`config.mk`:
```
export PLATFORM = sky130hd
export DESIGN_NAME = mem_port_arbiter
export DESIGN_NICKNAME = d
export VERILOG_FILES = /design/src/rtl/mem_port_arbiter.sv
export SDC_FILE = /design/constraint.sdc
export NUM_CORES = 1
export LEC_CHECK = 0
export CAP_MARGIN = 25
export CORE_ASPECT_RATIO = 1.4
export CORE_MARGIN = 4
export CORE_UTILIZATION = 26
export DETAILED_ROUTE_END_ITERATION = 8
export PLACE_DENSITY = 0.52
export SKIP_CTS_REPAIR_TIMING = 1
export SYNTH_ARGS = -nofsm -noshare
export SYNTH_HDL_FRONTEND = slang
export SYNTH_SLANG_ARGS = --single-unit
```
`constraint.sdc`:
```
create_clock -name clk_i -period 3.5 [get_ports clk_i]
set_input_delay 0.35 -clock clk_i [delete_from_list [all_inputs] [get_ports clk_i]]
set_output_delay 0.35 -clock clk_i [all_outputs]
set_load 0.01 [all_outputs]
```
`src/rtl/mem_port_arbiter.sv`:
```
// Single-ported memory arbiter between instruction fetch and data load/store requesters.
// Each access runs issue -> fixed-latency wait -> one-cycle done; data has priority.
module mem_port_arbiter #(
    parameter int unsigned AW         = 16,
    parameter int unsigned DW         = 16,
    parameter int unsigned MEM_LAT    = 2,
    parameter int unsigned STARVE_MAX = 4
) (
    input  logic          clk_i,
    input  logic          rst_i,
    input  logic          if_req_i,
    input  logic [AW-1:0] if_addr_i,
    output logic          if_done_o,
    output logic [DW-1:0] if_rdata_o,
    input  logic          d_req_i,
    input  logic          d_we_i,
    input  logic [AW-1:0] d_addr_i,
    input  logic [DW-1:0] d_wdata_i,
    output logic          d_done_o,
    output logic [DW-1:0] d_rdata_o,
    output logic          mem_en_o,
    output logic          mem_we_o,
    output logic [AW-1:0] mem_addr_o,
    output logic [DW-1:0] mem_wdata_o,
    input  logic [DW-1:0] mem_rdata_i,
    output logic          busy_o
);

    localparam int unsigned CntW = $clog2(MEM_LAT + 1);
    localparam int unsigned SW   = $clog2(STARVE_MAX + 1);
    localparam logic [CntW-1:0] LatInit   = CntW'(MEM_LAT);
    localparam logic [SW-1:0]   StarveTop = SW'(STARVE_MAX);

    typedef enum logic [1:0] {StIdle, StIssue, StWait, StDone} state_e;

    state_e          state_q, state_d;
    logic            owner_q, owner_d;  // 1 = data, 0 = fetch
    logic [AW-1:0]   addr_q, addr_d;
    logic            we_q, we_d;
    logic [DW-1:0]   wdata_q, wdata_d;
    logic [CntW-1:0] wait_q, wait_d;
    logic [SW-1:0]   starve_q, starve_d;
    logic [DW-1:0]   if_rdata_q, if_rdata_d;
    logic [DW-1:0]   d_rdata_q, d_rdata_d;
    logic            fetch_win;

    assign fetch_win = if_req_i && (!d_req_i || (starve_q == StarveTop));

    always_comb begin
        state_d    = state_q;
        owner_d    = owner_q;
        addr_d     = addr_q;
        we_d       = we_q;
        wdata_d    = wdata_q;
        wait_d     = wait_q;
        starve_d   = starve_q;
        if_rdata_d = if_rdata_q;
        d_rdata_d  = d_rdata_q;
        case (state_q)
            StIdle: begin
                if (if_req_i || d_req_i) begin
                    state_d = StIssue;
                    owner_d = !fetch_win;
                    addr_d  = fetch_win ? if_addr_i : d_addr_i;
                    we_d    = !fetch_win && d_we_i;
                    wdata_d = d_wdata_i;
                    // Count only data grants that held off a pending fetch.
                    if (fetch_win || !if_req_i) begin
                        starve_d = '0;
                    end else if (starve_q != StarveTop) begin
                        starve_d = starve_q + SW'(1);
                    end
                end
            end
            StIssue: begin
                wait_d  = LatInit;
                state_d = StWait;
            end
            StWait: begin
                wait_d = wait_q - CntW'(1);
                if (wait_q == CntW'(1)) begin
                    state_d = StDone;
                    if (!owner_q) begin
                        if_rdata_d = mem_rdata_i;
                    end else if (!we_q) begin
                        d_rdata_d = mem_rdata_i;
                    end
                end
            end
            StDone: state_d = StIdle;
            default: state_d = StIdle;
        endcase
    end

    always_ff @(posedge clk_i) begin
        if (rst_i) begin
            state_q    <= StIdle;
            owner_q    <= 1'b0;
            addr_q     <= '0;
            we_q       <= 1'b0;
            wdata_q    <= '0;
            wait_q     <= '0;
            starve_q   <= '0;
            if_rdata_q <= '0;
            d_rdata_q  <= '0;
        end else begin
            state_q    <= state_d;
            owner_q    <= owner_d;
            addr_q     <= addr_d;
            we_q       <= we_d;
            wdata_q    <= wdata_d;
            wait_q     <= wait_d;
            starve_q   <= starve_d;
            if_rdata_q <= if_rdata_d;
            d_rdata_q  <= d_rdata_d;
        end
    end

    assign mem_en_o    = (state_q == StIssue);
    assign mem_we_o    = (state_q == StIssue) && we_q;
    assign mem_addr_o  = addr_q;
    assign mem_wdata_o = wdata_q;
    assign if_done_o   = (state_q == StDone) && !owner_q;
    assign d_done_o    = (state_q == StDone) && owner_q;
    assign if_rdata_o  = if_rdata_q;
    assign d_rdata_o   = d_rdata_q;
    assign busy_o      = (state_q != StIdle);

endmodule

```
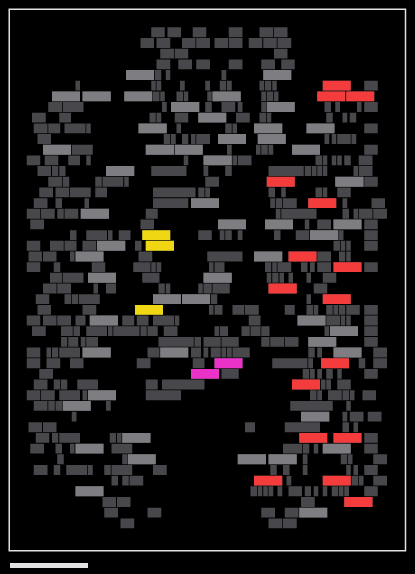
run_1/registers.png
Scale bar: 20 um.
legend:
  `state_q`:
    colour: magenta
    flops: 2
  `starve_q`:
    colour: yellow
    flops: 3
  `d_rdata_o`:
    colour: red
    flops: 16
not coloured: 52

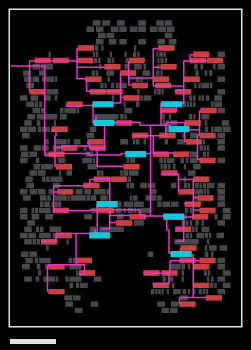
run_1/clock_map.png
Scale bar: 20 um.
legend:
  cells driving clock nets:
    colour: cyan
    count: 9
  clock wires:
    colour: magenta
    length: 981 um
  flip-flops:
    colour: red
    count: 73
flops lie: spread over the die
routed clock nets: 10

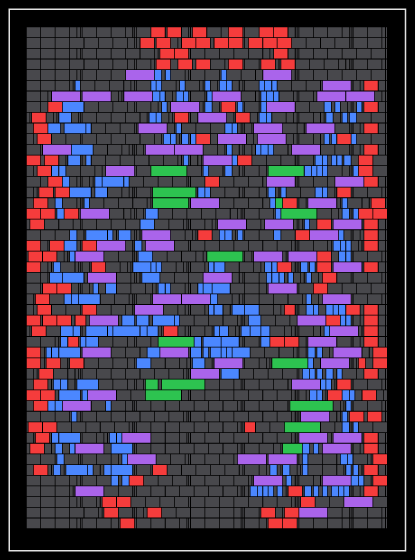
run_1/cell_classes.png
Fill, decap, tap and diode cells in grey.
legend:
  other buffers and delay cells:
    colour: red
    cells: 141
    share_of_their_area: 30%
  clock drivers and dummy loads:
    colour: green
    cells: 15
    share_of_their_area: 7.3%
  all other logic:
    colour: blue
    cells: 260
    share_of_their_area: 32%
  flops:
    colour: purple
    cells: 73
    share_of_their_area: 31%

[run 1: routing by layer]
metal	vias to the layer above	part of all wire, %
li1	1473	-
met1	1323	42
met2	111	49
met3	7	7.7
met4	0	0.94
met5	-	0
[run 1: cells in the final DEF, fill, tap and decap left out, types with 2 or more instances in the layout]
cell               n
nand3b_1           2
buf_4              4
nand3_1           17
nor3_1             2
dfxtp_1           73
ha_1               7
bufinv_16          3
o21ai_2            8
a21oi_2            2
o21ai_0            8
nand2_1           99
inv_1              6
a21oi_1           50
clkbuf_16          9
a311oi_2          17
nor2_1            19
and2_1             2
clkdlybuf4s50_1  136
o211ai_1           2
nand2b_1           2
[run 1: power by group through the flow]
stage                     combinational, mW  clock (mW)  sequential, mW
after floorplan                       0.521           0            1.09
after global placement                0.913           0            1.05
after detailed placement              0.926           0            1.05
after CTS                             0.930        1.08            1.04
after global routing                   1.00        1.11            1.05
final                                 0.913        1.05            1.04
[run 1: sequential cells by signal, indices dropped and copies added, names as in the netlist]
register     flops
mem_addr_o      16
starve_q         3
owner_q          1
if_rdata_o      16
state_q          2
mem_wdata_o     16
we_q             1
d_rdata_o       16
wait_q           2
[run 1: metrics by stage]
step                      util (%)  hold slack [ps]  power, mW
final                         41.4              418       3.00
after global routing          41.4              431       3.17
after CTS                     41.4              407       3.05
after detailed placement      38.5              446       1.98
after global placement        38.5              442       1.97
after floorplan                  -              448       1.61
[run 1: path summary, 6_finish.rpt]
| kind | slack [ps] | startpoint | endpoint |
|---|---|---|---|
| worst max register to register | 1390 | state_q[1]$_SDFFE_PP0P_ | mem_addr_o[10]$_SDFFE_PP0P_ |
| worst min-delay path | 420 | rst_i | d_rdata_o[14]$_SDFFE_PP0P_ |
| worst max-delay path | 1390 | state_q[1]$_SDFFE_PP0P_ | mem_addr_o[10]$_SDFFE_PP0P_ |
| worst min register to register | 450 | d_rdata_o[15]$_SDFFE_PP0P_ | d_rdata_o[15]$_SDFFE_PP0P_ |
[run 1: cell families (layout without fill, tap and decap cells)]
| kind of cell | Yosys count | in the layout | synth area share [%] |
|---|---|---|---|
| multiplexers | 1 | 1 | 0.321 |
| adder cells (fa/ha/maj) | 7 | 7 | 2.81 |
| buffers and inverters | 35 | 163 | 6.46 |
| flip-flops | 73 | 73 | 46.9 |
| AND/OR/NAND/NOR | 149 | 149 | 20.2 |
| XOR/XNOR | 2 | 2 | 0.562 |
| AND-OR/OR-AND | 94 | 94 | 22.8 |
[run 1: final cells by class]
cell class | count | area share (%)
flip-flops and latches | 73 | 30.0
multi-input cells | 253 | 29.9
repair buffers | 141 | 28.7
clock buffers | 10 | 4.91
well taps | 147 | 3.78
clock inverters | 5 | 2.13
inverters | 7 | 0.540
==> results_slide.txt, run 1 <==
Run Summary

Logic synthesis
  – Syn_area_per_cell: between 8 and 9 um^2
  – Ys async rst share: 0%
  – Number of enable flip-flop cells: 0
  – Max-area cell share: approximately 47%
  – Synth Seq Share: around 47%
  – Ys cells: between 300 and 400
  – Cell Type Count: 39
  – Largest cells by area: dfxtp_1, nand2_1, a311oi_2
  – Synth flops: around 73
  – Netlist Area Pre-Place: 3120 um^2
  – Yosys top cell by instances: nand2_1
  – Post-synthesis instance total: approximately 360
  – Yosys Chip Area: around 3100 um^2
  – Floorplan Nets: roughly 440

Pwr
  – Sw Share: about 30%
  – Clk pwr share: 34.9%
  – Leakage: between 1.5 and 2 nW
  – Seq pwr share: between 30% and 40%
  – Cell Int Power: 2.12 mW
  – PD cells: around 620 nW/um^2
  – Gate power share: roughly 30%
  – Max rail drop VDD: 0.441 mV

Final timing
  – Fin. max-slew vios: 0
  – Slew @ Worst Pin: between 800 and 900 ps
  – Fin crit share: 60.4%
  – Final WS setup: roughly 1400 ps
  – Endpoints failing setup: 0
  – Hold Fails Final Rpt: 0
  – TNS Setup: 0 ps

Clocking
  – Sink Count: around 73
  – Clock root cell: clkbuf_16
  – Clock H-tree levels: 3
  – CTS tree: yes
  – CTS clk-pin slew, worst paths: roughly 60 ps
  – Cts bufs inserted: 9
  – Clk buf depth: 2

Drt
  – Detailed Route WL: around 9000 um
  – Routed len/inst: between 10 and 15 um
  – Via Count: approximately 2900
  – Drt drc: 0
  – DRT antenna net count: 0
  – Vias per std cell: 4.58
  – Drt first pass iters: 4
  – DRT iter0 DRCs: roughly 79

Final layout
  – Final #Nets: about 560
  – Filler cells: about 1200
  – Design Area, Final: around 4900 um^2
  – Antenna diode count: 0
  – Area Growth Syn to Fin: 56.1%
  – Share of layout cells above drive strength 1: approximately a tenth
  – Non-filler cells, final: ~640

Critical path
  – CP Data Required Time: about 3700 ps
  – Crit-path slowest cell: buf_4
  – Worst Path Arrival: 2350 ps
  – Worst-path cell chain: inv_1 -> ha_1 -> o21a_2 -> buf_4 -> nor2_1 -> a311oi_2
  – WP buf/inv: 2
  – Levels on crit path: 6
  – Worst path max stage delay: 450 ps
  – Crit-path max FO: 36
  – FF-to-FF path depth: 6
  – Largest delay share family, worst path: AND-OR/OR-AND gates
  – Worst Setup End Kind: flip-flop

Global routing
  – Gr usage total: between 10% and 20%
  – Met1 usage: 15.0%
  – Global-route wire length before repair: between 10000 and 15000 um
  – Largest net degree at the start of global routing: 37
  – Met3 Track Usage GR: approximately 4.4%
  – Initial antenna violation count: 0
  – Grt peak-use layer: met2
  – Grt total ovfl: 0

Hold path
  – Hold Path Depth: 2
  – Worst min-delay path class: input port to flip-flop

Floorplanning
  – Chip width: 101 um
  – Core area: between 10000 and 15000 um^2
  – Die Y: ~140 um
  – Top Ports: roughly 140
  – # rows: around 47
  – Die footprint: ~14000 um^2
  – Fp util: 26.5%

Placement
  – Final HPWL from detailed placement: about 6800 um
  – Number of port buffers: between 100 and 150
  – Placed Area: about 4500 um^2
  – Placed Cells: 621

Flow run
  – Tool warnings: 30
  – Max_cap viols: 0

Status
  – Status: completed
run_1/final_clocks.png
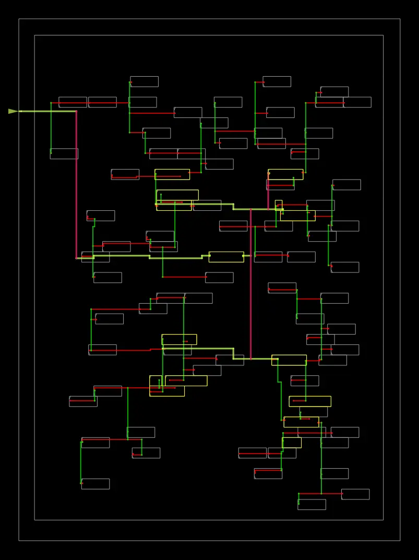

--- run 2 (diff from run 1) ---
- clock period: 3.5 -> 2.1 ns (I/O delays scaled with it)
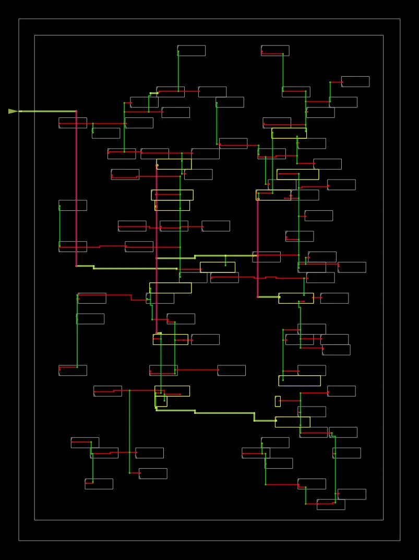
run_2/final_clocks.png
clk_buf instances: 10
skew final: 4.31 ps
Sink Count: 73

==> results_slide.txt, run 2 <==
Run Summary

Critical path
  – Crit-path max FO: 7
  – CP Data Required Time: roughly 1900 ps
  – Worst Setup End Kind: primary output
  – Worst Path Arrival: ~1700 ps

Placement
  – Final HPWL from detailed placement: just under 7000 um
  – Placed Area: roughly 4600 um^2

Floorplanning
  – Chip width: roughly 100 um
  – Core area: around 12000 um^2
  – Fp util: between 20% and 30%
  – # rows: around 47

Final layout
  – Top Layout Cells: clkdlybuf4s50_1, nand2_1, dfxtp_1
  – Antenna diode count: 0
  – Area Growth Syn to Fin: 59.3%
  – Filler cells: roughly 1200
  – Share of layout cells above drive strength 1: 11.7%
  – Top cell excl fill/tap: clkdlybuf4s50_1
  – Final #Nets: 569
  – Design Area, Final: approximately 5000 um^2

Logic synthesis
  – Post-synthesis instance total: 361
  – Ys cells: around 360
  – Netlist Area Pre-Place: 3120 um^2
  – Max-area cell share: between 40% and 50%
  – Yosys top cell by instances: nand2_1
  – Floorplan Nets: 437
  – Ys async rst share: 0%
  – Synth flops: between 70 and 80
  – Number of enable flip-flop cells: 0
  – Yosys Chip Area: roughly 3100 um^2
  – Synth Seq Share: between 40% and 50%
  – Syn_area_per_cell: 8.64 um^2
  – Largest cells by area: dfxtp_1, nand2_1, a311oi_2

Final timing
  – Hold Fails Final Rpt: 0
  – Fin. max-slew vios: 0
  – Fin crit share: about nine tenths
  – Hold WS: about 300 ps
  – Endpoints failing setup: 0

Clocking
  – CTS tree: yes
  – Clk buf depth: 2
  – Cts bufs inserted: 9
  – CTS clk-pin slew, worst paths: ~60 ps
  – Clock root cell: clkbuf_16

Status
  – Status: completed

Hold path
  – Worst min-delay path class: input port to flip-flop

Pwr
  – Leakage: 1.75 nW
  – Max rail drop VDD: between 0.4 and 0.5 mV
  – PD cells: approximately 1000 nW/um^2

Global routing
  – Gr usage total: between 10% and 20%
  – Global-route wire length before repair: approximately 15000 um

Drt
  – Vias per std cell: roughly 4.5
  – Met2 Wirelength: approximately 4400 um
  – Routed len/inst: 14.3 um
  – Met3 wire len: 843 um
  – WL met1: 3840 um
  – DRT antenna net count: 0
  – Drt first pass iters: 4
  – Drt drc: 0
  – DRT iter0 DRCs: roughly 56
  – Via Count: about 2900
  – Detailed Route WL: between 9000 and 10000 um

Flow run
  – Max_cap viols: 0
## run 2: cells by family after synthesis
| family | Yosys count | share of synthesized area (%) |
|---|---|---|
| buffers and inverters | 35 | 6.46 |
| AND-OR/OR-AND | 94 | 22.8 |
| adder cells (fa/ha/maj) | 7 | 2.81 |
| flip-flops | 73 | 46.9 |
| XOR/XNOR | 2 | 0.562 |
| multiplexers | 1 | 0.321 |
| AND/OR/NAND/NOR | 149 | 20.2 |
## run 2: path summary, 6_finish.rpt
path,from,end,slack (ps),cells after the start
hold / removal,rst_i,state_q[1]$_SDFFE_PP0P_,300,2
hold reg to reg,mem_wdata_o[15]$_SDFFE_PP0P_,mem_wdata_o[15]$_SDFFE_PP0P_,450,2
setup reg to reg,starve_q[0]$_SDFFE_PP0P_,mem_addr_o[14]$_SDFFE_PP0P_,380,5
setup / recovery,state_q[0]$_SDFFE_PP0P_,busy_o,190,4
## run 2: cell type report
cell class | count | share of cell area (%)
timing repair buffer | 149 | 29.8
multi-input combinational | 253 | 29.3
clock buffer | 10 | 4.61
sequential | 73 | 29.4
inverter | 7 | 0.529
tap | 147 | 3.70
clock inverter | 5 | 2.59
## run 2: metal layers
| layer | GRT usage, % | vias to the layer above |
|---|---|---|
| met1 | 15.9 | 1303 |
| li1 | - | 1488 |
| met3 | 4.36 | 11 |
| met2 | 22.4 | 119 |
| met4 | 5.24 | 0 |
| met5 | 0 | - |
## run 2: critical path, stage by stage (launching register included)
cell and delay [ps]:
dfxtp_1 360, inv_1 80, ha_1 300, inv_1 100, clkdlybuf4s50_1 530
## run 2: report_power, final
group | switching, mW | internal, mW | leakage (nW) | total (mW)
clock | 0.572 | 1.28 | 0.173 | 1.85
combinational | 0.790 | 0.799 | 0.984 | 1.59
sequential | 0.128 | 1.60 | 0.596 | 1.73
## run 2: per-stage QoR
stage                     setup slack, ps  total power [mW]  utilization, %  instances
after global routing                 72.8              5.46            42.2        644
after CTS                             153              5.25            42.2        644
final                                 186              5.16            42.2        644
after floorplan                       668              2.68               -        361
after global placement                240              3.34            39.2        629
after detailed placement              166              3.36            39.2        629
--- run 3 (diff from run 2) ---
- CORE_UTILIZATION: 26 -> 42
- PLACE_DENSITY: 0.52 -> 0.78
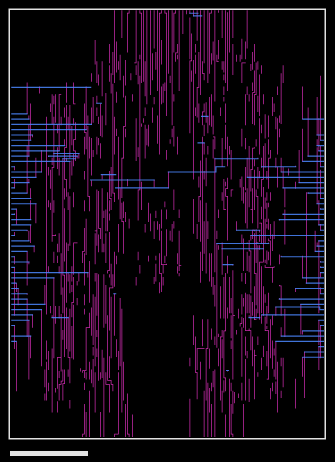
run_3/metal_stack.png
Scale bar: 20 um. Two of the layers only.
legend:
  met3:
    colour: blue
    wire_length: 640 um
  met2:
    colour: magenta
    wire_length: 4310 um

==> results_slide.txt, run 3 <==
Run Summary

Status
  – Status: completed

Final layout
  – Design Area, Final: approximately 4700 um^2
  – Area Growth Syn to Fin: 50.7%
  – Non-filler cells, final: 589
  – Antenna diode count: 0
  – Final #Nets: 567
  – Filler cells: 655
  – Top Layout Cells: clkdlybuf4s50_1, nand2_1, dfxtp_1
  – Share of layout cells above drive strength 1: a little under an eighth

Final timing
  – TNS Setup: 0 ps
  – Final WS setup: between 150 and 200 ps
  – Slew @ Worst Pin: around 590 ps
  – Endpoints failing setup: 0
  – Fin crit share: 91.7%
  – Skew final: 5.33 ps

Flow run
  – Max_cap viols: 0
  – Tool warnings: 30

Drt
  – DRT antenna net count: 0
  – Vias per std cell: around 5
  – Drt first pass iters: 4
  – Routed len/inst: 14.1 um
  – Via Count: a little under 3000
  – DRT iter0 DRCs: 148

Placement
  – Pre-CTS setup slack: 248 ps
  – Placed Cells: ~580
  – Number of port buffers: about 140

Logic synthesis
  – Yosys aoi share: about 23%
  – Yosys adder share: 2.81%
  – Yosys top cell by instances: nand2_1
  – Yosys Chip Area: 3120 um^2
  – Floorplan Nets: between 400 and 500
  – Dominant comb cell: AND-OR/OR-AND gates
  – Mux area share: 0.321%
  – Number of enable flip-flop cells: 0
  – Ys cells: between 300 and 400
  – XOR Share, Synth: 0.562%
  – Largest cells by area: dfxtp_1, nand2_1, a311oi_2
  – Synth Seq Share: between 40% and 50%
  – Synth flops: around 73
  – Syn_area_per_cell: slightly below 9 um^2

Critical path
  – Worst R2R End: if_rdata_o[14]$_SDFFE_PP0P_
  – WP buf/inv: 3
  – Crit-path slowest cell: clkdlybuf4s50_1
  – Worst r2r src: state_q[0]$_SDFFE_PP0P_
  – CP Data Required Time: roughly 1900 ps
  – Crit-path max FO: 7
  – FF-to-FF path depth: 5
  – Levels on crit path: 4
  – Worst-path cell chain: inv_1 -> ha_1 -> inv_1 -> clkdlybuf4s50_1

Pwr
  – Sw power: between 1 and 1.5 mW
  – Clk pwr share: 22.4%
  – Sw Share: between 30 and 40%
  – PD cells: approximately 900 nW/um^2
  – Seq pwr share: 40.6%
  – Gate power share: around 37%
  – Leakage: around 1.7 nW

Clocking
  – Clock H-tree levels: 3
  – Sink Count: 73
  – CTS tree: yes
  – CTS clk-pin slew, worst paths: 70 ps
  – Clock root cell: clkbuf_8
  – Cts bufs inserted: 9
  – Clk buf depth: 2

Global routing
  – Gr usage total: between 10% and 20%
  – Grt total ovfl: 0
  – Largest net degree at the start of global routing: between 70 and 80

Floorplanning
  – Core area: 7120 um^2
  – # rows: 36
  – Die footprint: between 8000 and 9000 um^2
  – Fp util: between 40% and 50%

Hold path
  – Hold Path Depth: 3
  – Worst Hold End: d_rdata_o[11]$_SDFFE_PP0P_
  – Worst min-delay path class: input port to flip-flop
==> run 3: cell count changes in the layout (fill, tap and decap cells not counted), sizes merged <==
| cell | before | now |
|---|---|---|
| clkinvlp | 0 | 1 |
| bufinv | 4 | 0 |
| buf | 13 | 11 |
| clkbuf | 10 | 11 |
| clkinv | 1 | 2 |
==> run 3: logic make-up after synthesis <==
logic type,after synthesis
and+or+nand+nor,149
AOI/OAI and AO/OA,94
adders and majority gates,7
buffers and inverters,35
xor gates and xnor gates,2
muxes,1
DFF,73
==> run 3: per-stage QoR <==
stage | total power [mW] | hold slack (ps)
3_3_place_gp | 3.29 | 442
4_1_cts | 4.30 | 353
2_1_floorplan | 2.68 | 346
6_report | 4.25 | 352
5_1_grt | 4.52 | 373
3_5_place_dp | 3.33 | 446
==> run 3: worst max path at each step <==
stage                                              to  slack, ps                    start
after floorplan             d_rdata_o[2]$_SDFFE_PP0P_        670  state_q[0]$_SDFFE_PP0P_
after global placement    mem_addr_o[10]$_SDFFE_PP0P_        280                  d_req_i
after detailed placement   mem_addr_o[4]$_SDFFE_PP0P_        250                  d_req_i
after CTS                                      busy_o        160  state_q[0]$_SDFFE_PP0P_
after global routing                           busy_o         70  state_q[0]$_SDFFE_PP0P_
final                                          busy_o        170  state_q[0]$_SDFFE_PP0P_
==> run 3: worst min-delay path: cells and delay by family <==
| family | cells | cell delay (ps) |
|---|---|---|
| AND-OR/OR-AND | 1 | 140 |
| buffers and inverters | 2 | 300 |
==> run 3: final cells by class <==
cell class | instances | area, um^2 | area share, %
multi-input cells | 253 | 1460 | 31.0
clock buffers | 11 | 151 | 3.22
inverters | 7 | 26.3 | 0.559
clock inverters | 3 | 17.5 | 0.373
flip-flops and latches | 73 | 1460 | 31.1
well taps | 95 | 119 | 2.53
repair buffers | 147 | 1470 | 31.2
==> run 3: power groups by stage <==
stage	sequential [mW]	combinational (mW)	clock (mW)
4_1_cts	1.73	1.59	0.984
2_1_floorplan	1.81	0.869	0
3_5_place_dp	1.75	1.58	0
6_report	1.73	1.57	0.952
3_3_place_gp	1.75	1.54	0
5_1_grt	1.75	1.73	1.04
==> run 3: routing by layer <==
metal  global-route usage (%)  part of all wire (%)  vias to the layer above
met1                     20.7                    38                     1354
li1                         -                     -                     1485
met2                     34.1                    52                      122
met4                     9.18                   2.2                        0
met3                     4.31                   7.7                       14
met5                        0                     0                        -
Power and IR drop assume default switching activity.
